==> images/met1.png <==
Supply wires on this layer in gray.
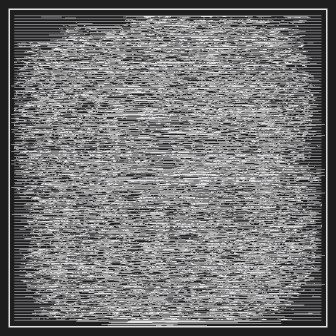
==> images/met2.png <==
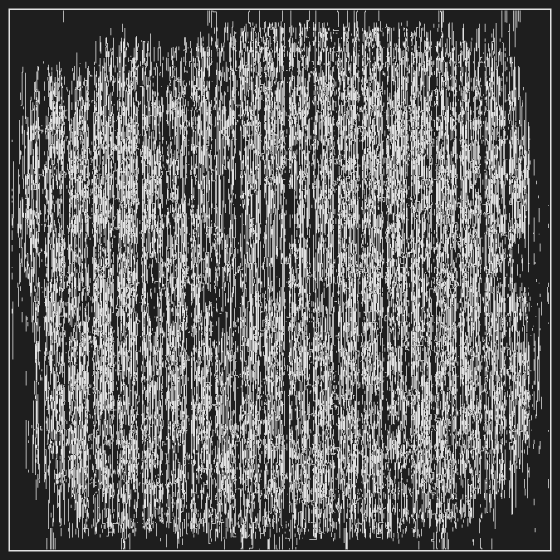
==> images/met3.png <==
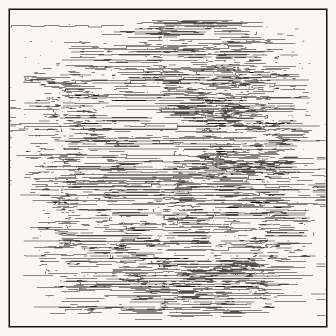
$ cat src/rtl/addr_map_rule_pkg.sv
// Address-map rule entry shared by crossbar decoders.
package addr_map_rule_pkg;

  typedef struct packed {
    logic [31:0] idx;
    logic [31:0] start_addr;
    logic [31:0] end_addr;
  } addr_map_rule_t;

endpackage

$ cat src/rtl/sap_pkg.sv
// SAP crossbar constants: boot address map and decoder register layout.
package sap_pkg;
  import addr_map_rule_pkg::*;

  localparam int unsigned SAP_NUM_RULES = 5;

  // Register layout, also consumed by the software header generator.
  localparam logic [7:0] RULE_STRIDE    = 8'h10;
  localparam logic [7:0] RULE_START_OFS = 8'h00;
  localparam logic [7:0] RULE_END_OFS   = 8'h04;
  localparam logic [7:0] RULE_CFG_OFS   = 8'h08;
  localparam logic [7:0] CTRL_OFS       = 8'hF0;
  localparam logic [7:0] STATUS_OFS     = 8'hF4;

  localparam int unsigned CFG_ENABLE_BIT       = 31;
  localparam int unsigned CTRL_COMMIT_BIT      = 0;
  localparam int unsigned CTRL_LOCK_BIT        = 1;
  localparam int unsigned STATUS_PENDING_BIT   = 0;
  localparam int unsigned STATUS_LOCKED_BIT    = 1;
  localparam int unsigned STATUS_CFG_ERROR_BIT = 2;

  // Boot map; end addresses are exclusive.
  localparam addr_map_rule_t [SAP_NUM_RULES-1:0] XBAR_ADDR_RULES = '{
    0: '{idx: 32'd0, start_addr: 32'h1A00_0000, end_addr: 32'h1A01_0000},
    1: '{idx: 32'd1, start_addr: 32'h1901_0000, end_addr: 32'h1902_0000},
    2: '{idx: 32'd2, start_addr: 32'h1900_0000, end_addr: 32'h1901_0000},
    3: '{idx: 32'd3, start_addr: 32'h1902_0000, end_addr: 32'h1902_8000},
    4: '{idx: 32'd4, start_addr: 32'h1902_8000, end_addr: 32'h1903_0000}
  };

endpackage

$ cat src/rtl/sap_addr_rule_match.sv
// Combinational priority matcher: lowest-numbered enabled rule containing addr wins.
module sap_addr_rule_match
  import addr_map_rule_pkg::*;
#(
  parameter int unsigned          NUM_RULES   = 5,
  parameter int unsigned          ADDR_WIDTH  = 32,
  parameter int unsigned          IDX_WIDTH   = 3,
  parameter logic [IDX_WIDTH-1:0] DEFAULT_IDX = '0
) (
  input  addr_map_rule_t [NUM_RULES-1:0] rules,
  input  logic [NUM_RULES-1:0]           en,
  input  logic [ADDR_WIDTH-1:0]          addr,
  output logic [IDX_WIDTH-1:0]           idx,
  output logic                           hit
);

  // Scan from the top down so the lowest matching rule is the one left standing.
  // A rule whose idx would be truncated by the output width is never routed.
  always_comb begin
    idx = DEFAULT_IDX;
    hit = 1'b0;
    for (int i = int'(NUM_RULES) - 1; i >= 0; i--) begin
      if (en[i] &&
          ((rules[i].idx >> IDX_WIDTH) == '0) &&
          (addr >= rules[i].start_addr[ADDR_WIDTH-1:0]) &&
          (addr <  rules[i].end_addr[ADDR_WIDTH-1:0])) begin
        idx = rules[i].idx[IDX_WIDTH-1:0];
        hit = 1'b1;
      end
    end
  end

endmodule

$ cat src/rtl/sap_addr_decoder_cfg.sv
// Runtime-programmable crossbar address decoder with shadow/active tables,
// atomic commit, sticky lock and a one-cycle registered lookup pipeline.
module sap_addr_decoder_cfg
  import addr_map_rule_pkg::*;
  import sap_pkg::*;
#(
  parameter int unsigned                    NUM_RULES   = 5,
  parameter int unsigned                    ADDR_WIDTH  = 32,
  parameter int unsigned                    IDX_WIDTH   = 3,
  parameter logic [IDX_WIDTH-1:0]           DEFAULT_IDX = '0,
  parameter addr_map_rule_t [NUM_RULES-1:0] RESET_RULES = XBAR_ADDR_RULES
) (
  input  logic                  clk_i,
  input  logic                  rst_ni,
  input  logic                  reg_req_i,
  input  logic                  reg_we_i,
  input  logic [7:0]            reg_addr_i,
  input  logic [31:0]           reg_wdata_i,
  output logic                  reg_gnt_o,
  output logic                  reg_rvalid_o,
  output logic [31:0]           reg_rdata_o,
  output logic                  reg_err_o,
  input  logic                  lkp_valid_i,
  input  logic [ADDR_WIDTH-1:0] lkp_addr_i,
  output logic                  lkp_valid_o,
  output logic [IDX_WIDTH-1:0]  lkp_idx_o,
  output logic                  lkp_hit_o,
  output logic                  locked_o
);

  addr_map_rule_t [NUM_RULES-1:0] shadow_q, active_q;
  logic [NUM_RULES-1:0]           shadow_en_q, active_en_q;
  logic                           locked_q, cfg_error_q;

  logic [NUM_RULES-1:0] rule_sel;
  logic                 sel_start, sel_end, sel_cfg, sel_ctrl, sel_status;
  logic                 rule_mapped, pending, cfg_valid;
  logic                 rule_wr, do_commit, do_lock;
  logic                 rsp_err;
  logic [31:0]          rsp_rdata;
  logic [IDX_WIDTH-1:0] match_idx;
  logic                 match_hit;

  assign reg_gnt_o = reg_req_i;
  assign locked_o  = locked_q;
  assign pending   = (shadow_q != active_q) || (shadow_en_q != active_en_q);

  // Offset decode; misaligned offsets select nothing and fall through to an error.
  always_comb begin
    for (int i = 0; i < int'(NUM_RULES); i++) begin
      rule_sel[i] = (reg_addr_i[1:0] == 2'b00) && (reg_addr_i[7:4] == 4'(i));
    end
    sel_start   = reg_addr_i[3:0] == RULE_START_OFS[3:0];
    sel_end     = reg_addr_i[3:0] == RULE_END_OFS[3:0];
    sel_cfg     = reg_addr_i[3:0] == RULE_CFG_OFS[3:0];
    sel_ctrl    = reg_addr_i == CTRL_OFS;
    sel_status  = reg_addr_i == STATUS_OFS;
    rule_mapped = (|rule_sel) && (sel_start || sel_end || sel_cfg);
  end

  // Access classification: read data, error flag and the write side effects.
  always_comb begin
    rsp_err   = 1'b0;
    rsp_rdata = '0;
    rule_wr   = 1'b0;
    do_commit = 1'b0;
    do_lock   = 1'b0;
    if (rule_mapped) begin
      if (reg_we_i) begin
        if (locked_q) rsp_err = 1'b1;
        else          rule_wr = 1'b1;
      end else begin
        for (int i = 0; i < int'(NUM_RULES); i++) begin
          if (rule_sel[i]) begin
            if (sel_start)    rsp_rdata = shadow_q[i].start_addr;
            else if (sel_end) rsp_rdata = shadow_q[i].end_addr;
            else rsp_rdata = {shadow_en_q[i], {(31-IDX_WIDTH){1'b0}},
                              shadow_q[i].idx[IDX_WIDTH-1:0]};
          end
        end
      end
    end else if (sel_ctrl) begin
      if (reg_we_i) begin
        // Once locked, only a bare re-assertion of LOCK is accepted.
        if (locked_q && !(reg_wdata_i[CTRL_LOCK_BIT] && !reg_wdata_i[CTRL_COMMIT_BIT])) begin
          rsp_err = 1'b1;
        end else begin
          do_commit = reg_wdata_i[CTRL_COMMIT_BIT];
          do_lock   = reg_wdata_i[CTRL_LOCK_BIT];
        end
      end else begin
        rsp_rdata[CTRL_LOCK_BIT] = locked_q;
      end
    end else if (sel_status) begin
      if (reg_we_i) begin
        rsp_err = 1'b1;
      end else begin
        rsp_rdata[STATUS_PENDING_BIT]   = pending;
        rsp_rdata[STATUS_LOCKED_BIT]    = locked_q;
        rsp_rdata[STATUS_CFG_ERROR_BIT] = cfg_error_q;
      end
    end else begin
      rsp_err = 1'b1;
    end
  end

  // Shadow table must be self-consistent before it may become active.
  always_comb begin
    cfg_valid = 1'b1;
    for (int i = 0; i < int'(NUM_RULES); i++) begin
      if (shadow_en_q[i] &&
          (!(shadow_q[i].start_addr[ADDR_WIDTH-1:0] < shadow_q[i].end_addr[ADDR_WIDTH-1:0]) ||
           (shadow_q[i].idx >= NUM_RULES))) begin
        cfg_valid = 1'b0;
      end
    end
  end

  // Shadow table: software-visible rule storage.
  always_ff @(posedge clk_i or negedge rst_ni) begin
    if (!rst_ni) begin
      shadow_q    <= RESET_RULES;
      shadow_en_q <= '1;
    end else if (reg_req_i && rule_wr) begin
      for (int i = 0; i < int'(NUM_RULES); i++) begin
        if (rule_sel[i]) begin
          if (sel_start) shadow_q[i].start_addr <= reg_wdata_i;
          if (sel_end)   shadow_q[i].end_addr   <= reg_wdata_i;
          if (sel_cfg) begin
            shadow_q[i].idx <= {{(32-IDX_WIDTH){1'b0}}, reg_wdata_i[IDX_WIDTH-1:0]};
            shadow_en_q[i]  <= reg_wdata_i[CFG_ENABLE_BIT];
          end
        end
      end
    end
  end

  // Active table, validation result and lock; commit and lock may share one write.
  always_ff @(posedge clk_i or negedge rst_ni) begin
    if (!rst_ni) begin
      active_q    <= RESET_RULES;
      active_en_q <= '1;
      cfg_error_q <= 1'b0;
      locked_q    <= 1'b0;
    end else if (reg_req_i) begin
      if (do_commit) begin
        if (cfg_valid) begin
          active_q    <= shadow_q;
          active_en_q <= shadow_en_q;
          cfg_error_q <= 1'b0;
        end else begin
          cfg_error_q <= 1'b1;
        end
      end
      if (do_lock) locked_q <= 1'b1;
    end
  end

  // Register response, one cycle after each grant.
  always_ff @(posedge clk_i or negedge rst_ni) begin
    if (!rst_ni) begin
      reg_rvalid_o <= 1'b0;
      reg_rdata_o  <= '0;
      reg_err_o    <= 1'b0;
    end else begin
      reg_rvalid_o <= reg_req_i;
      if (reg_req_i) begin
        reg_rdata_o <= rsp_rdata;
        reg_err_o   <= rsp_err;
      end
    end
  end

  sap_addr_rule_match #(
    .NUM_RULES  (NUM_RULES),
    .ADDR_WIDTH (ADDR_WIDTH),
    .IDX_WIDTH  (IDX_WIDTH),
    .DEFAULT_IDX(DEFAULT_IDX)
  ) u_match (
    .rules(active_q),
    .en   (active_en_q),
    .addr (lkp_addr_i),
    .idx  (match_idx),
    .hit  (match_hit)
  );

  // Lookup pipeline register; idx/hit hold while no lookup is presented.
  always_ff @(posedge clk_i or negedge rst_ni) begin
    if (!rst_ni) begin
      lkp_valid_o <= 1'b0;
      lkp_idx_o   <= DEFAULT_IDX;
      lkp_hit_o   <= 1'b0;
    end else begin
      lkp_valid_o <= lkp_valid_i;
      if (lkp_valid_i) begin
        lkp_idx_o <= match_idx;
        lkp_hit_o <= match_hit;
      end
    end
  end

endmodule

$ cat config.mk
export PLATFORM = sky130hd
export DESIGN_NAME = sap_addr_decoder_cfg
export DESIGN_NICKNAME = d
export VERILOG_FILES = /design/src/rtl/addr_map_rule_pkg.sv /design/src/rtl/sap_pkg.sv /design/src/rtl/sap_addr_rule_match.sv /design/src/rtl/sap_addr_decoder_cfg.sv
export SDC_FILE = /design/constraint.sdc
export NUM_CORES = 2
export LEC_CHECK = 0
export ABC_AREA = 1
export CORE_MARGIN = 4
export CORE_UTILIZATION = 54
export CTS_CLUSTER_SIZE = 25
export DETAILED_ROUTE_END_ITERATION = 12
export HOLD_SLACK_MARGIN = 0.05
export PLACE_DENSITY_LB_ADDON = 0.2
export SLEW_MARGIN = 40
export SYNTH_ARGS = -nofsm -noshare
export SYNTH_HDL_FRONTEND = slang
export SYNTH_SLANG_ARGS = --single-unit
$ cat constraint.sdc
create_clock -name clk_i -period 2.7 [get_ports clk_i]
set_input_delay 0.675 -clock clk_i [delete_from_list [all_inputs] [get_ports clk_i]]
set_output_delay 0.675 -clock clk_i [all_outputs]
set_load 0.01 [all_outputs]
==> qor.csv <==
stage,metric,value,unit
global_route,pin count of the biggest net entering global routing,100,
pwr,Seq group,10.8,mW
clock_tree,total clock sinks,721,
pwr,Max VDD drop,0.000469,V
pwr,Tot Pwr,24.4,mW
timing,worst hold slack,0.473,ns
logic_synthesis,flop and latch count out of synthesis,721,
detailed_routing,per-cell routed wire length,26.3,um
min_path,Worst Hold Class,reg -> reg,
logic_synthesis,asr flop ratio synth,100,%
cells_and_area,Final Util,73.6,%
logic_synthesis,commonest cells in the synthesized netlist,"sky130_fd_sc_hd__nand2_1 (1,621), sky130_fd_sc_hd__inv_1 (646), sky130_fd_sc_hd__dfrtp_1 (619), sky130_fd_sc_hd__ha_1 (470), sky130_fd_sc_hd__o21ai_0 (459)",
die,Chip Height,299,um
clock_tree,Clk Tree Root Cell,sky130_fd_sc_hd__clkbuf_16,
logic_synthesis,Synth Cell Area,45800,um^2
flow_run,total number of warnings across the stage logs,28,
logic_synthesis,yosys stat area,45800,um^2
worst_setup_path,Critical Path Fanout Max,9,
cells_and_area,Top Registers,"active_q: 335 flops, shadow_q: 335 flops, reg_rdata_o: 32 flops",
run_status,violated checks,negative setup slack,
timing,number of setup violations in the final report,349,
global_route,global routing met3 resource utilization,14.4,%
detailed_routing,met2 WL post-DR,83900,um
pwr,proportion of total power due to net switching,25.3,%
worst_setup_path,worst stage delay on the critical path,0.39,ns
logic_synthesis,Synth Net Count,6392,
global_route,GRT Overall Usage,44.2,%
logic_synthesis,post-synthesis mux area share,0,%
run_status,status,finished with violations,
global_route,GR Layer Usage met1,57.9,%
pwr,Power Combinational,1.86,mW
pwr,Sw Pwr,6.16,mW
worst_setup_path,startpoint type of the worst setup path,flip-flop,
timing,clk_skew,0.0262,ns
timing,max_slew headroom,50.3,%
die,Horiz. Die Dim,299,um
logic_synthesis,Top cell area share,33.8,%
die,Chip Footprint,89500,um^2
timing,final setup margin,-0.310,ns
die,count of boundary I/O pins,118,
timing,Setup Total Neg Slack,-71.39,ns
logic_synthesis,syn avg cell area,7.84,um^2
## Picture notes: met1.png
nets with wire on the layer = 6,857
share of all routed wire = 36%

## Picture notes: met2.png
main direction = vertical
wire length on this layer = 83.9 mm
longest straight run = 79.7 um
nets with wire on the layer = 6,040
vias after detailed routing: 48,900
global routing usage on met2: 63.3%
total routed wirelength: 209,000 um

## Picture notes: met3.png
wire length on this layer = 31.4 mm
share of all routed wire = 15%

## worst paths after layout
| check | start | to | slack [ns] | cells past startpoint |
|---|---|---|---|---|
| worst max-delay path | shadow_q[417] | active_q[386] | -0.31 | 18 |
| min in group asynchronous | rst_ni | shadow_q[292] | 0.51 | 2 |
| max in group asynchronous | rst_ni | shadow_q[311] | 1.20 | 3 |
| worst max register to register | shadow_q[417] | active_q[386] | -0.31 | 18 |
| worst min-delay path | active_q[160] | active_q[160] | 0.47 | 2 |
| worst min register to register | active_q[160] | active_q[160] | 0.47 | 2 |
## cells by family (layout without fill, tap and decap cells)
family	count (synthesis)	count (layout)
simple gates	2472	2472
compound gates	1021	1021
buf+inv	893	1856
flops	721	721
fa+ha+maj	470	470
xor+xnor	268	268
other cells	0	5
## cell type report
type / count / area (um^2) / area share (%)
flip-flops and latches: 721 / 18200 / 29.4
repair buffers: 1049 / 11200 / 18.1
clock buffers: 125 / 2460 / 3.99
multi-input cells: 4231 / 25800 / 41.7
well taps: 1134 / 1420 / 2.30
inverters: 657 / 2480 / 4.02
diodes: 5 / 12.5 / 0.0203
clock inverters: 25 / 254 / 0.412
## cell usage in the layout (no fill, tap or decap), drive strengths merged, types with 53 or more instances in the layout
| cell | netlist | layout |
|---|---|---|
| nand2 | 1623 | 1623 |
| xnor2 | 173 | 173 |
| dfstp | 102 | 102 |
| a21oi | 319 | 319 |
| buf | 76 | 905 |
| o21ai | 560 | 560 |
| nor3 | 53 | 53 |
| inv | 654 | 655 |
| nor2 | 207 | 207 |
| ha | 470 | 470 |
| clkbuf | 160 | 149 |
| nand3 | 455 | 455 |
| nand4 | 94 | 94 |
| clkdlybuf4s50 | 0 | 115 |
| dfrtp | 619 | 619 |
| xor2 | 95 | 95 |
Power is estimated from default activity; no workload was simulated.
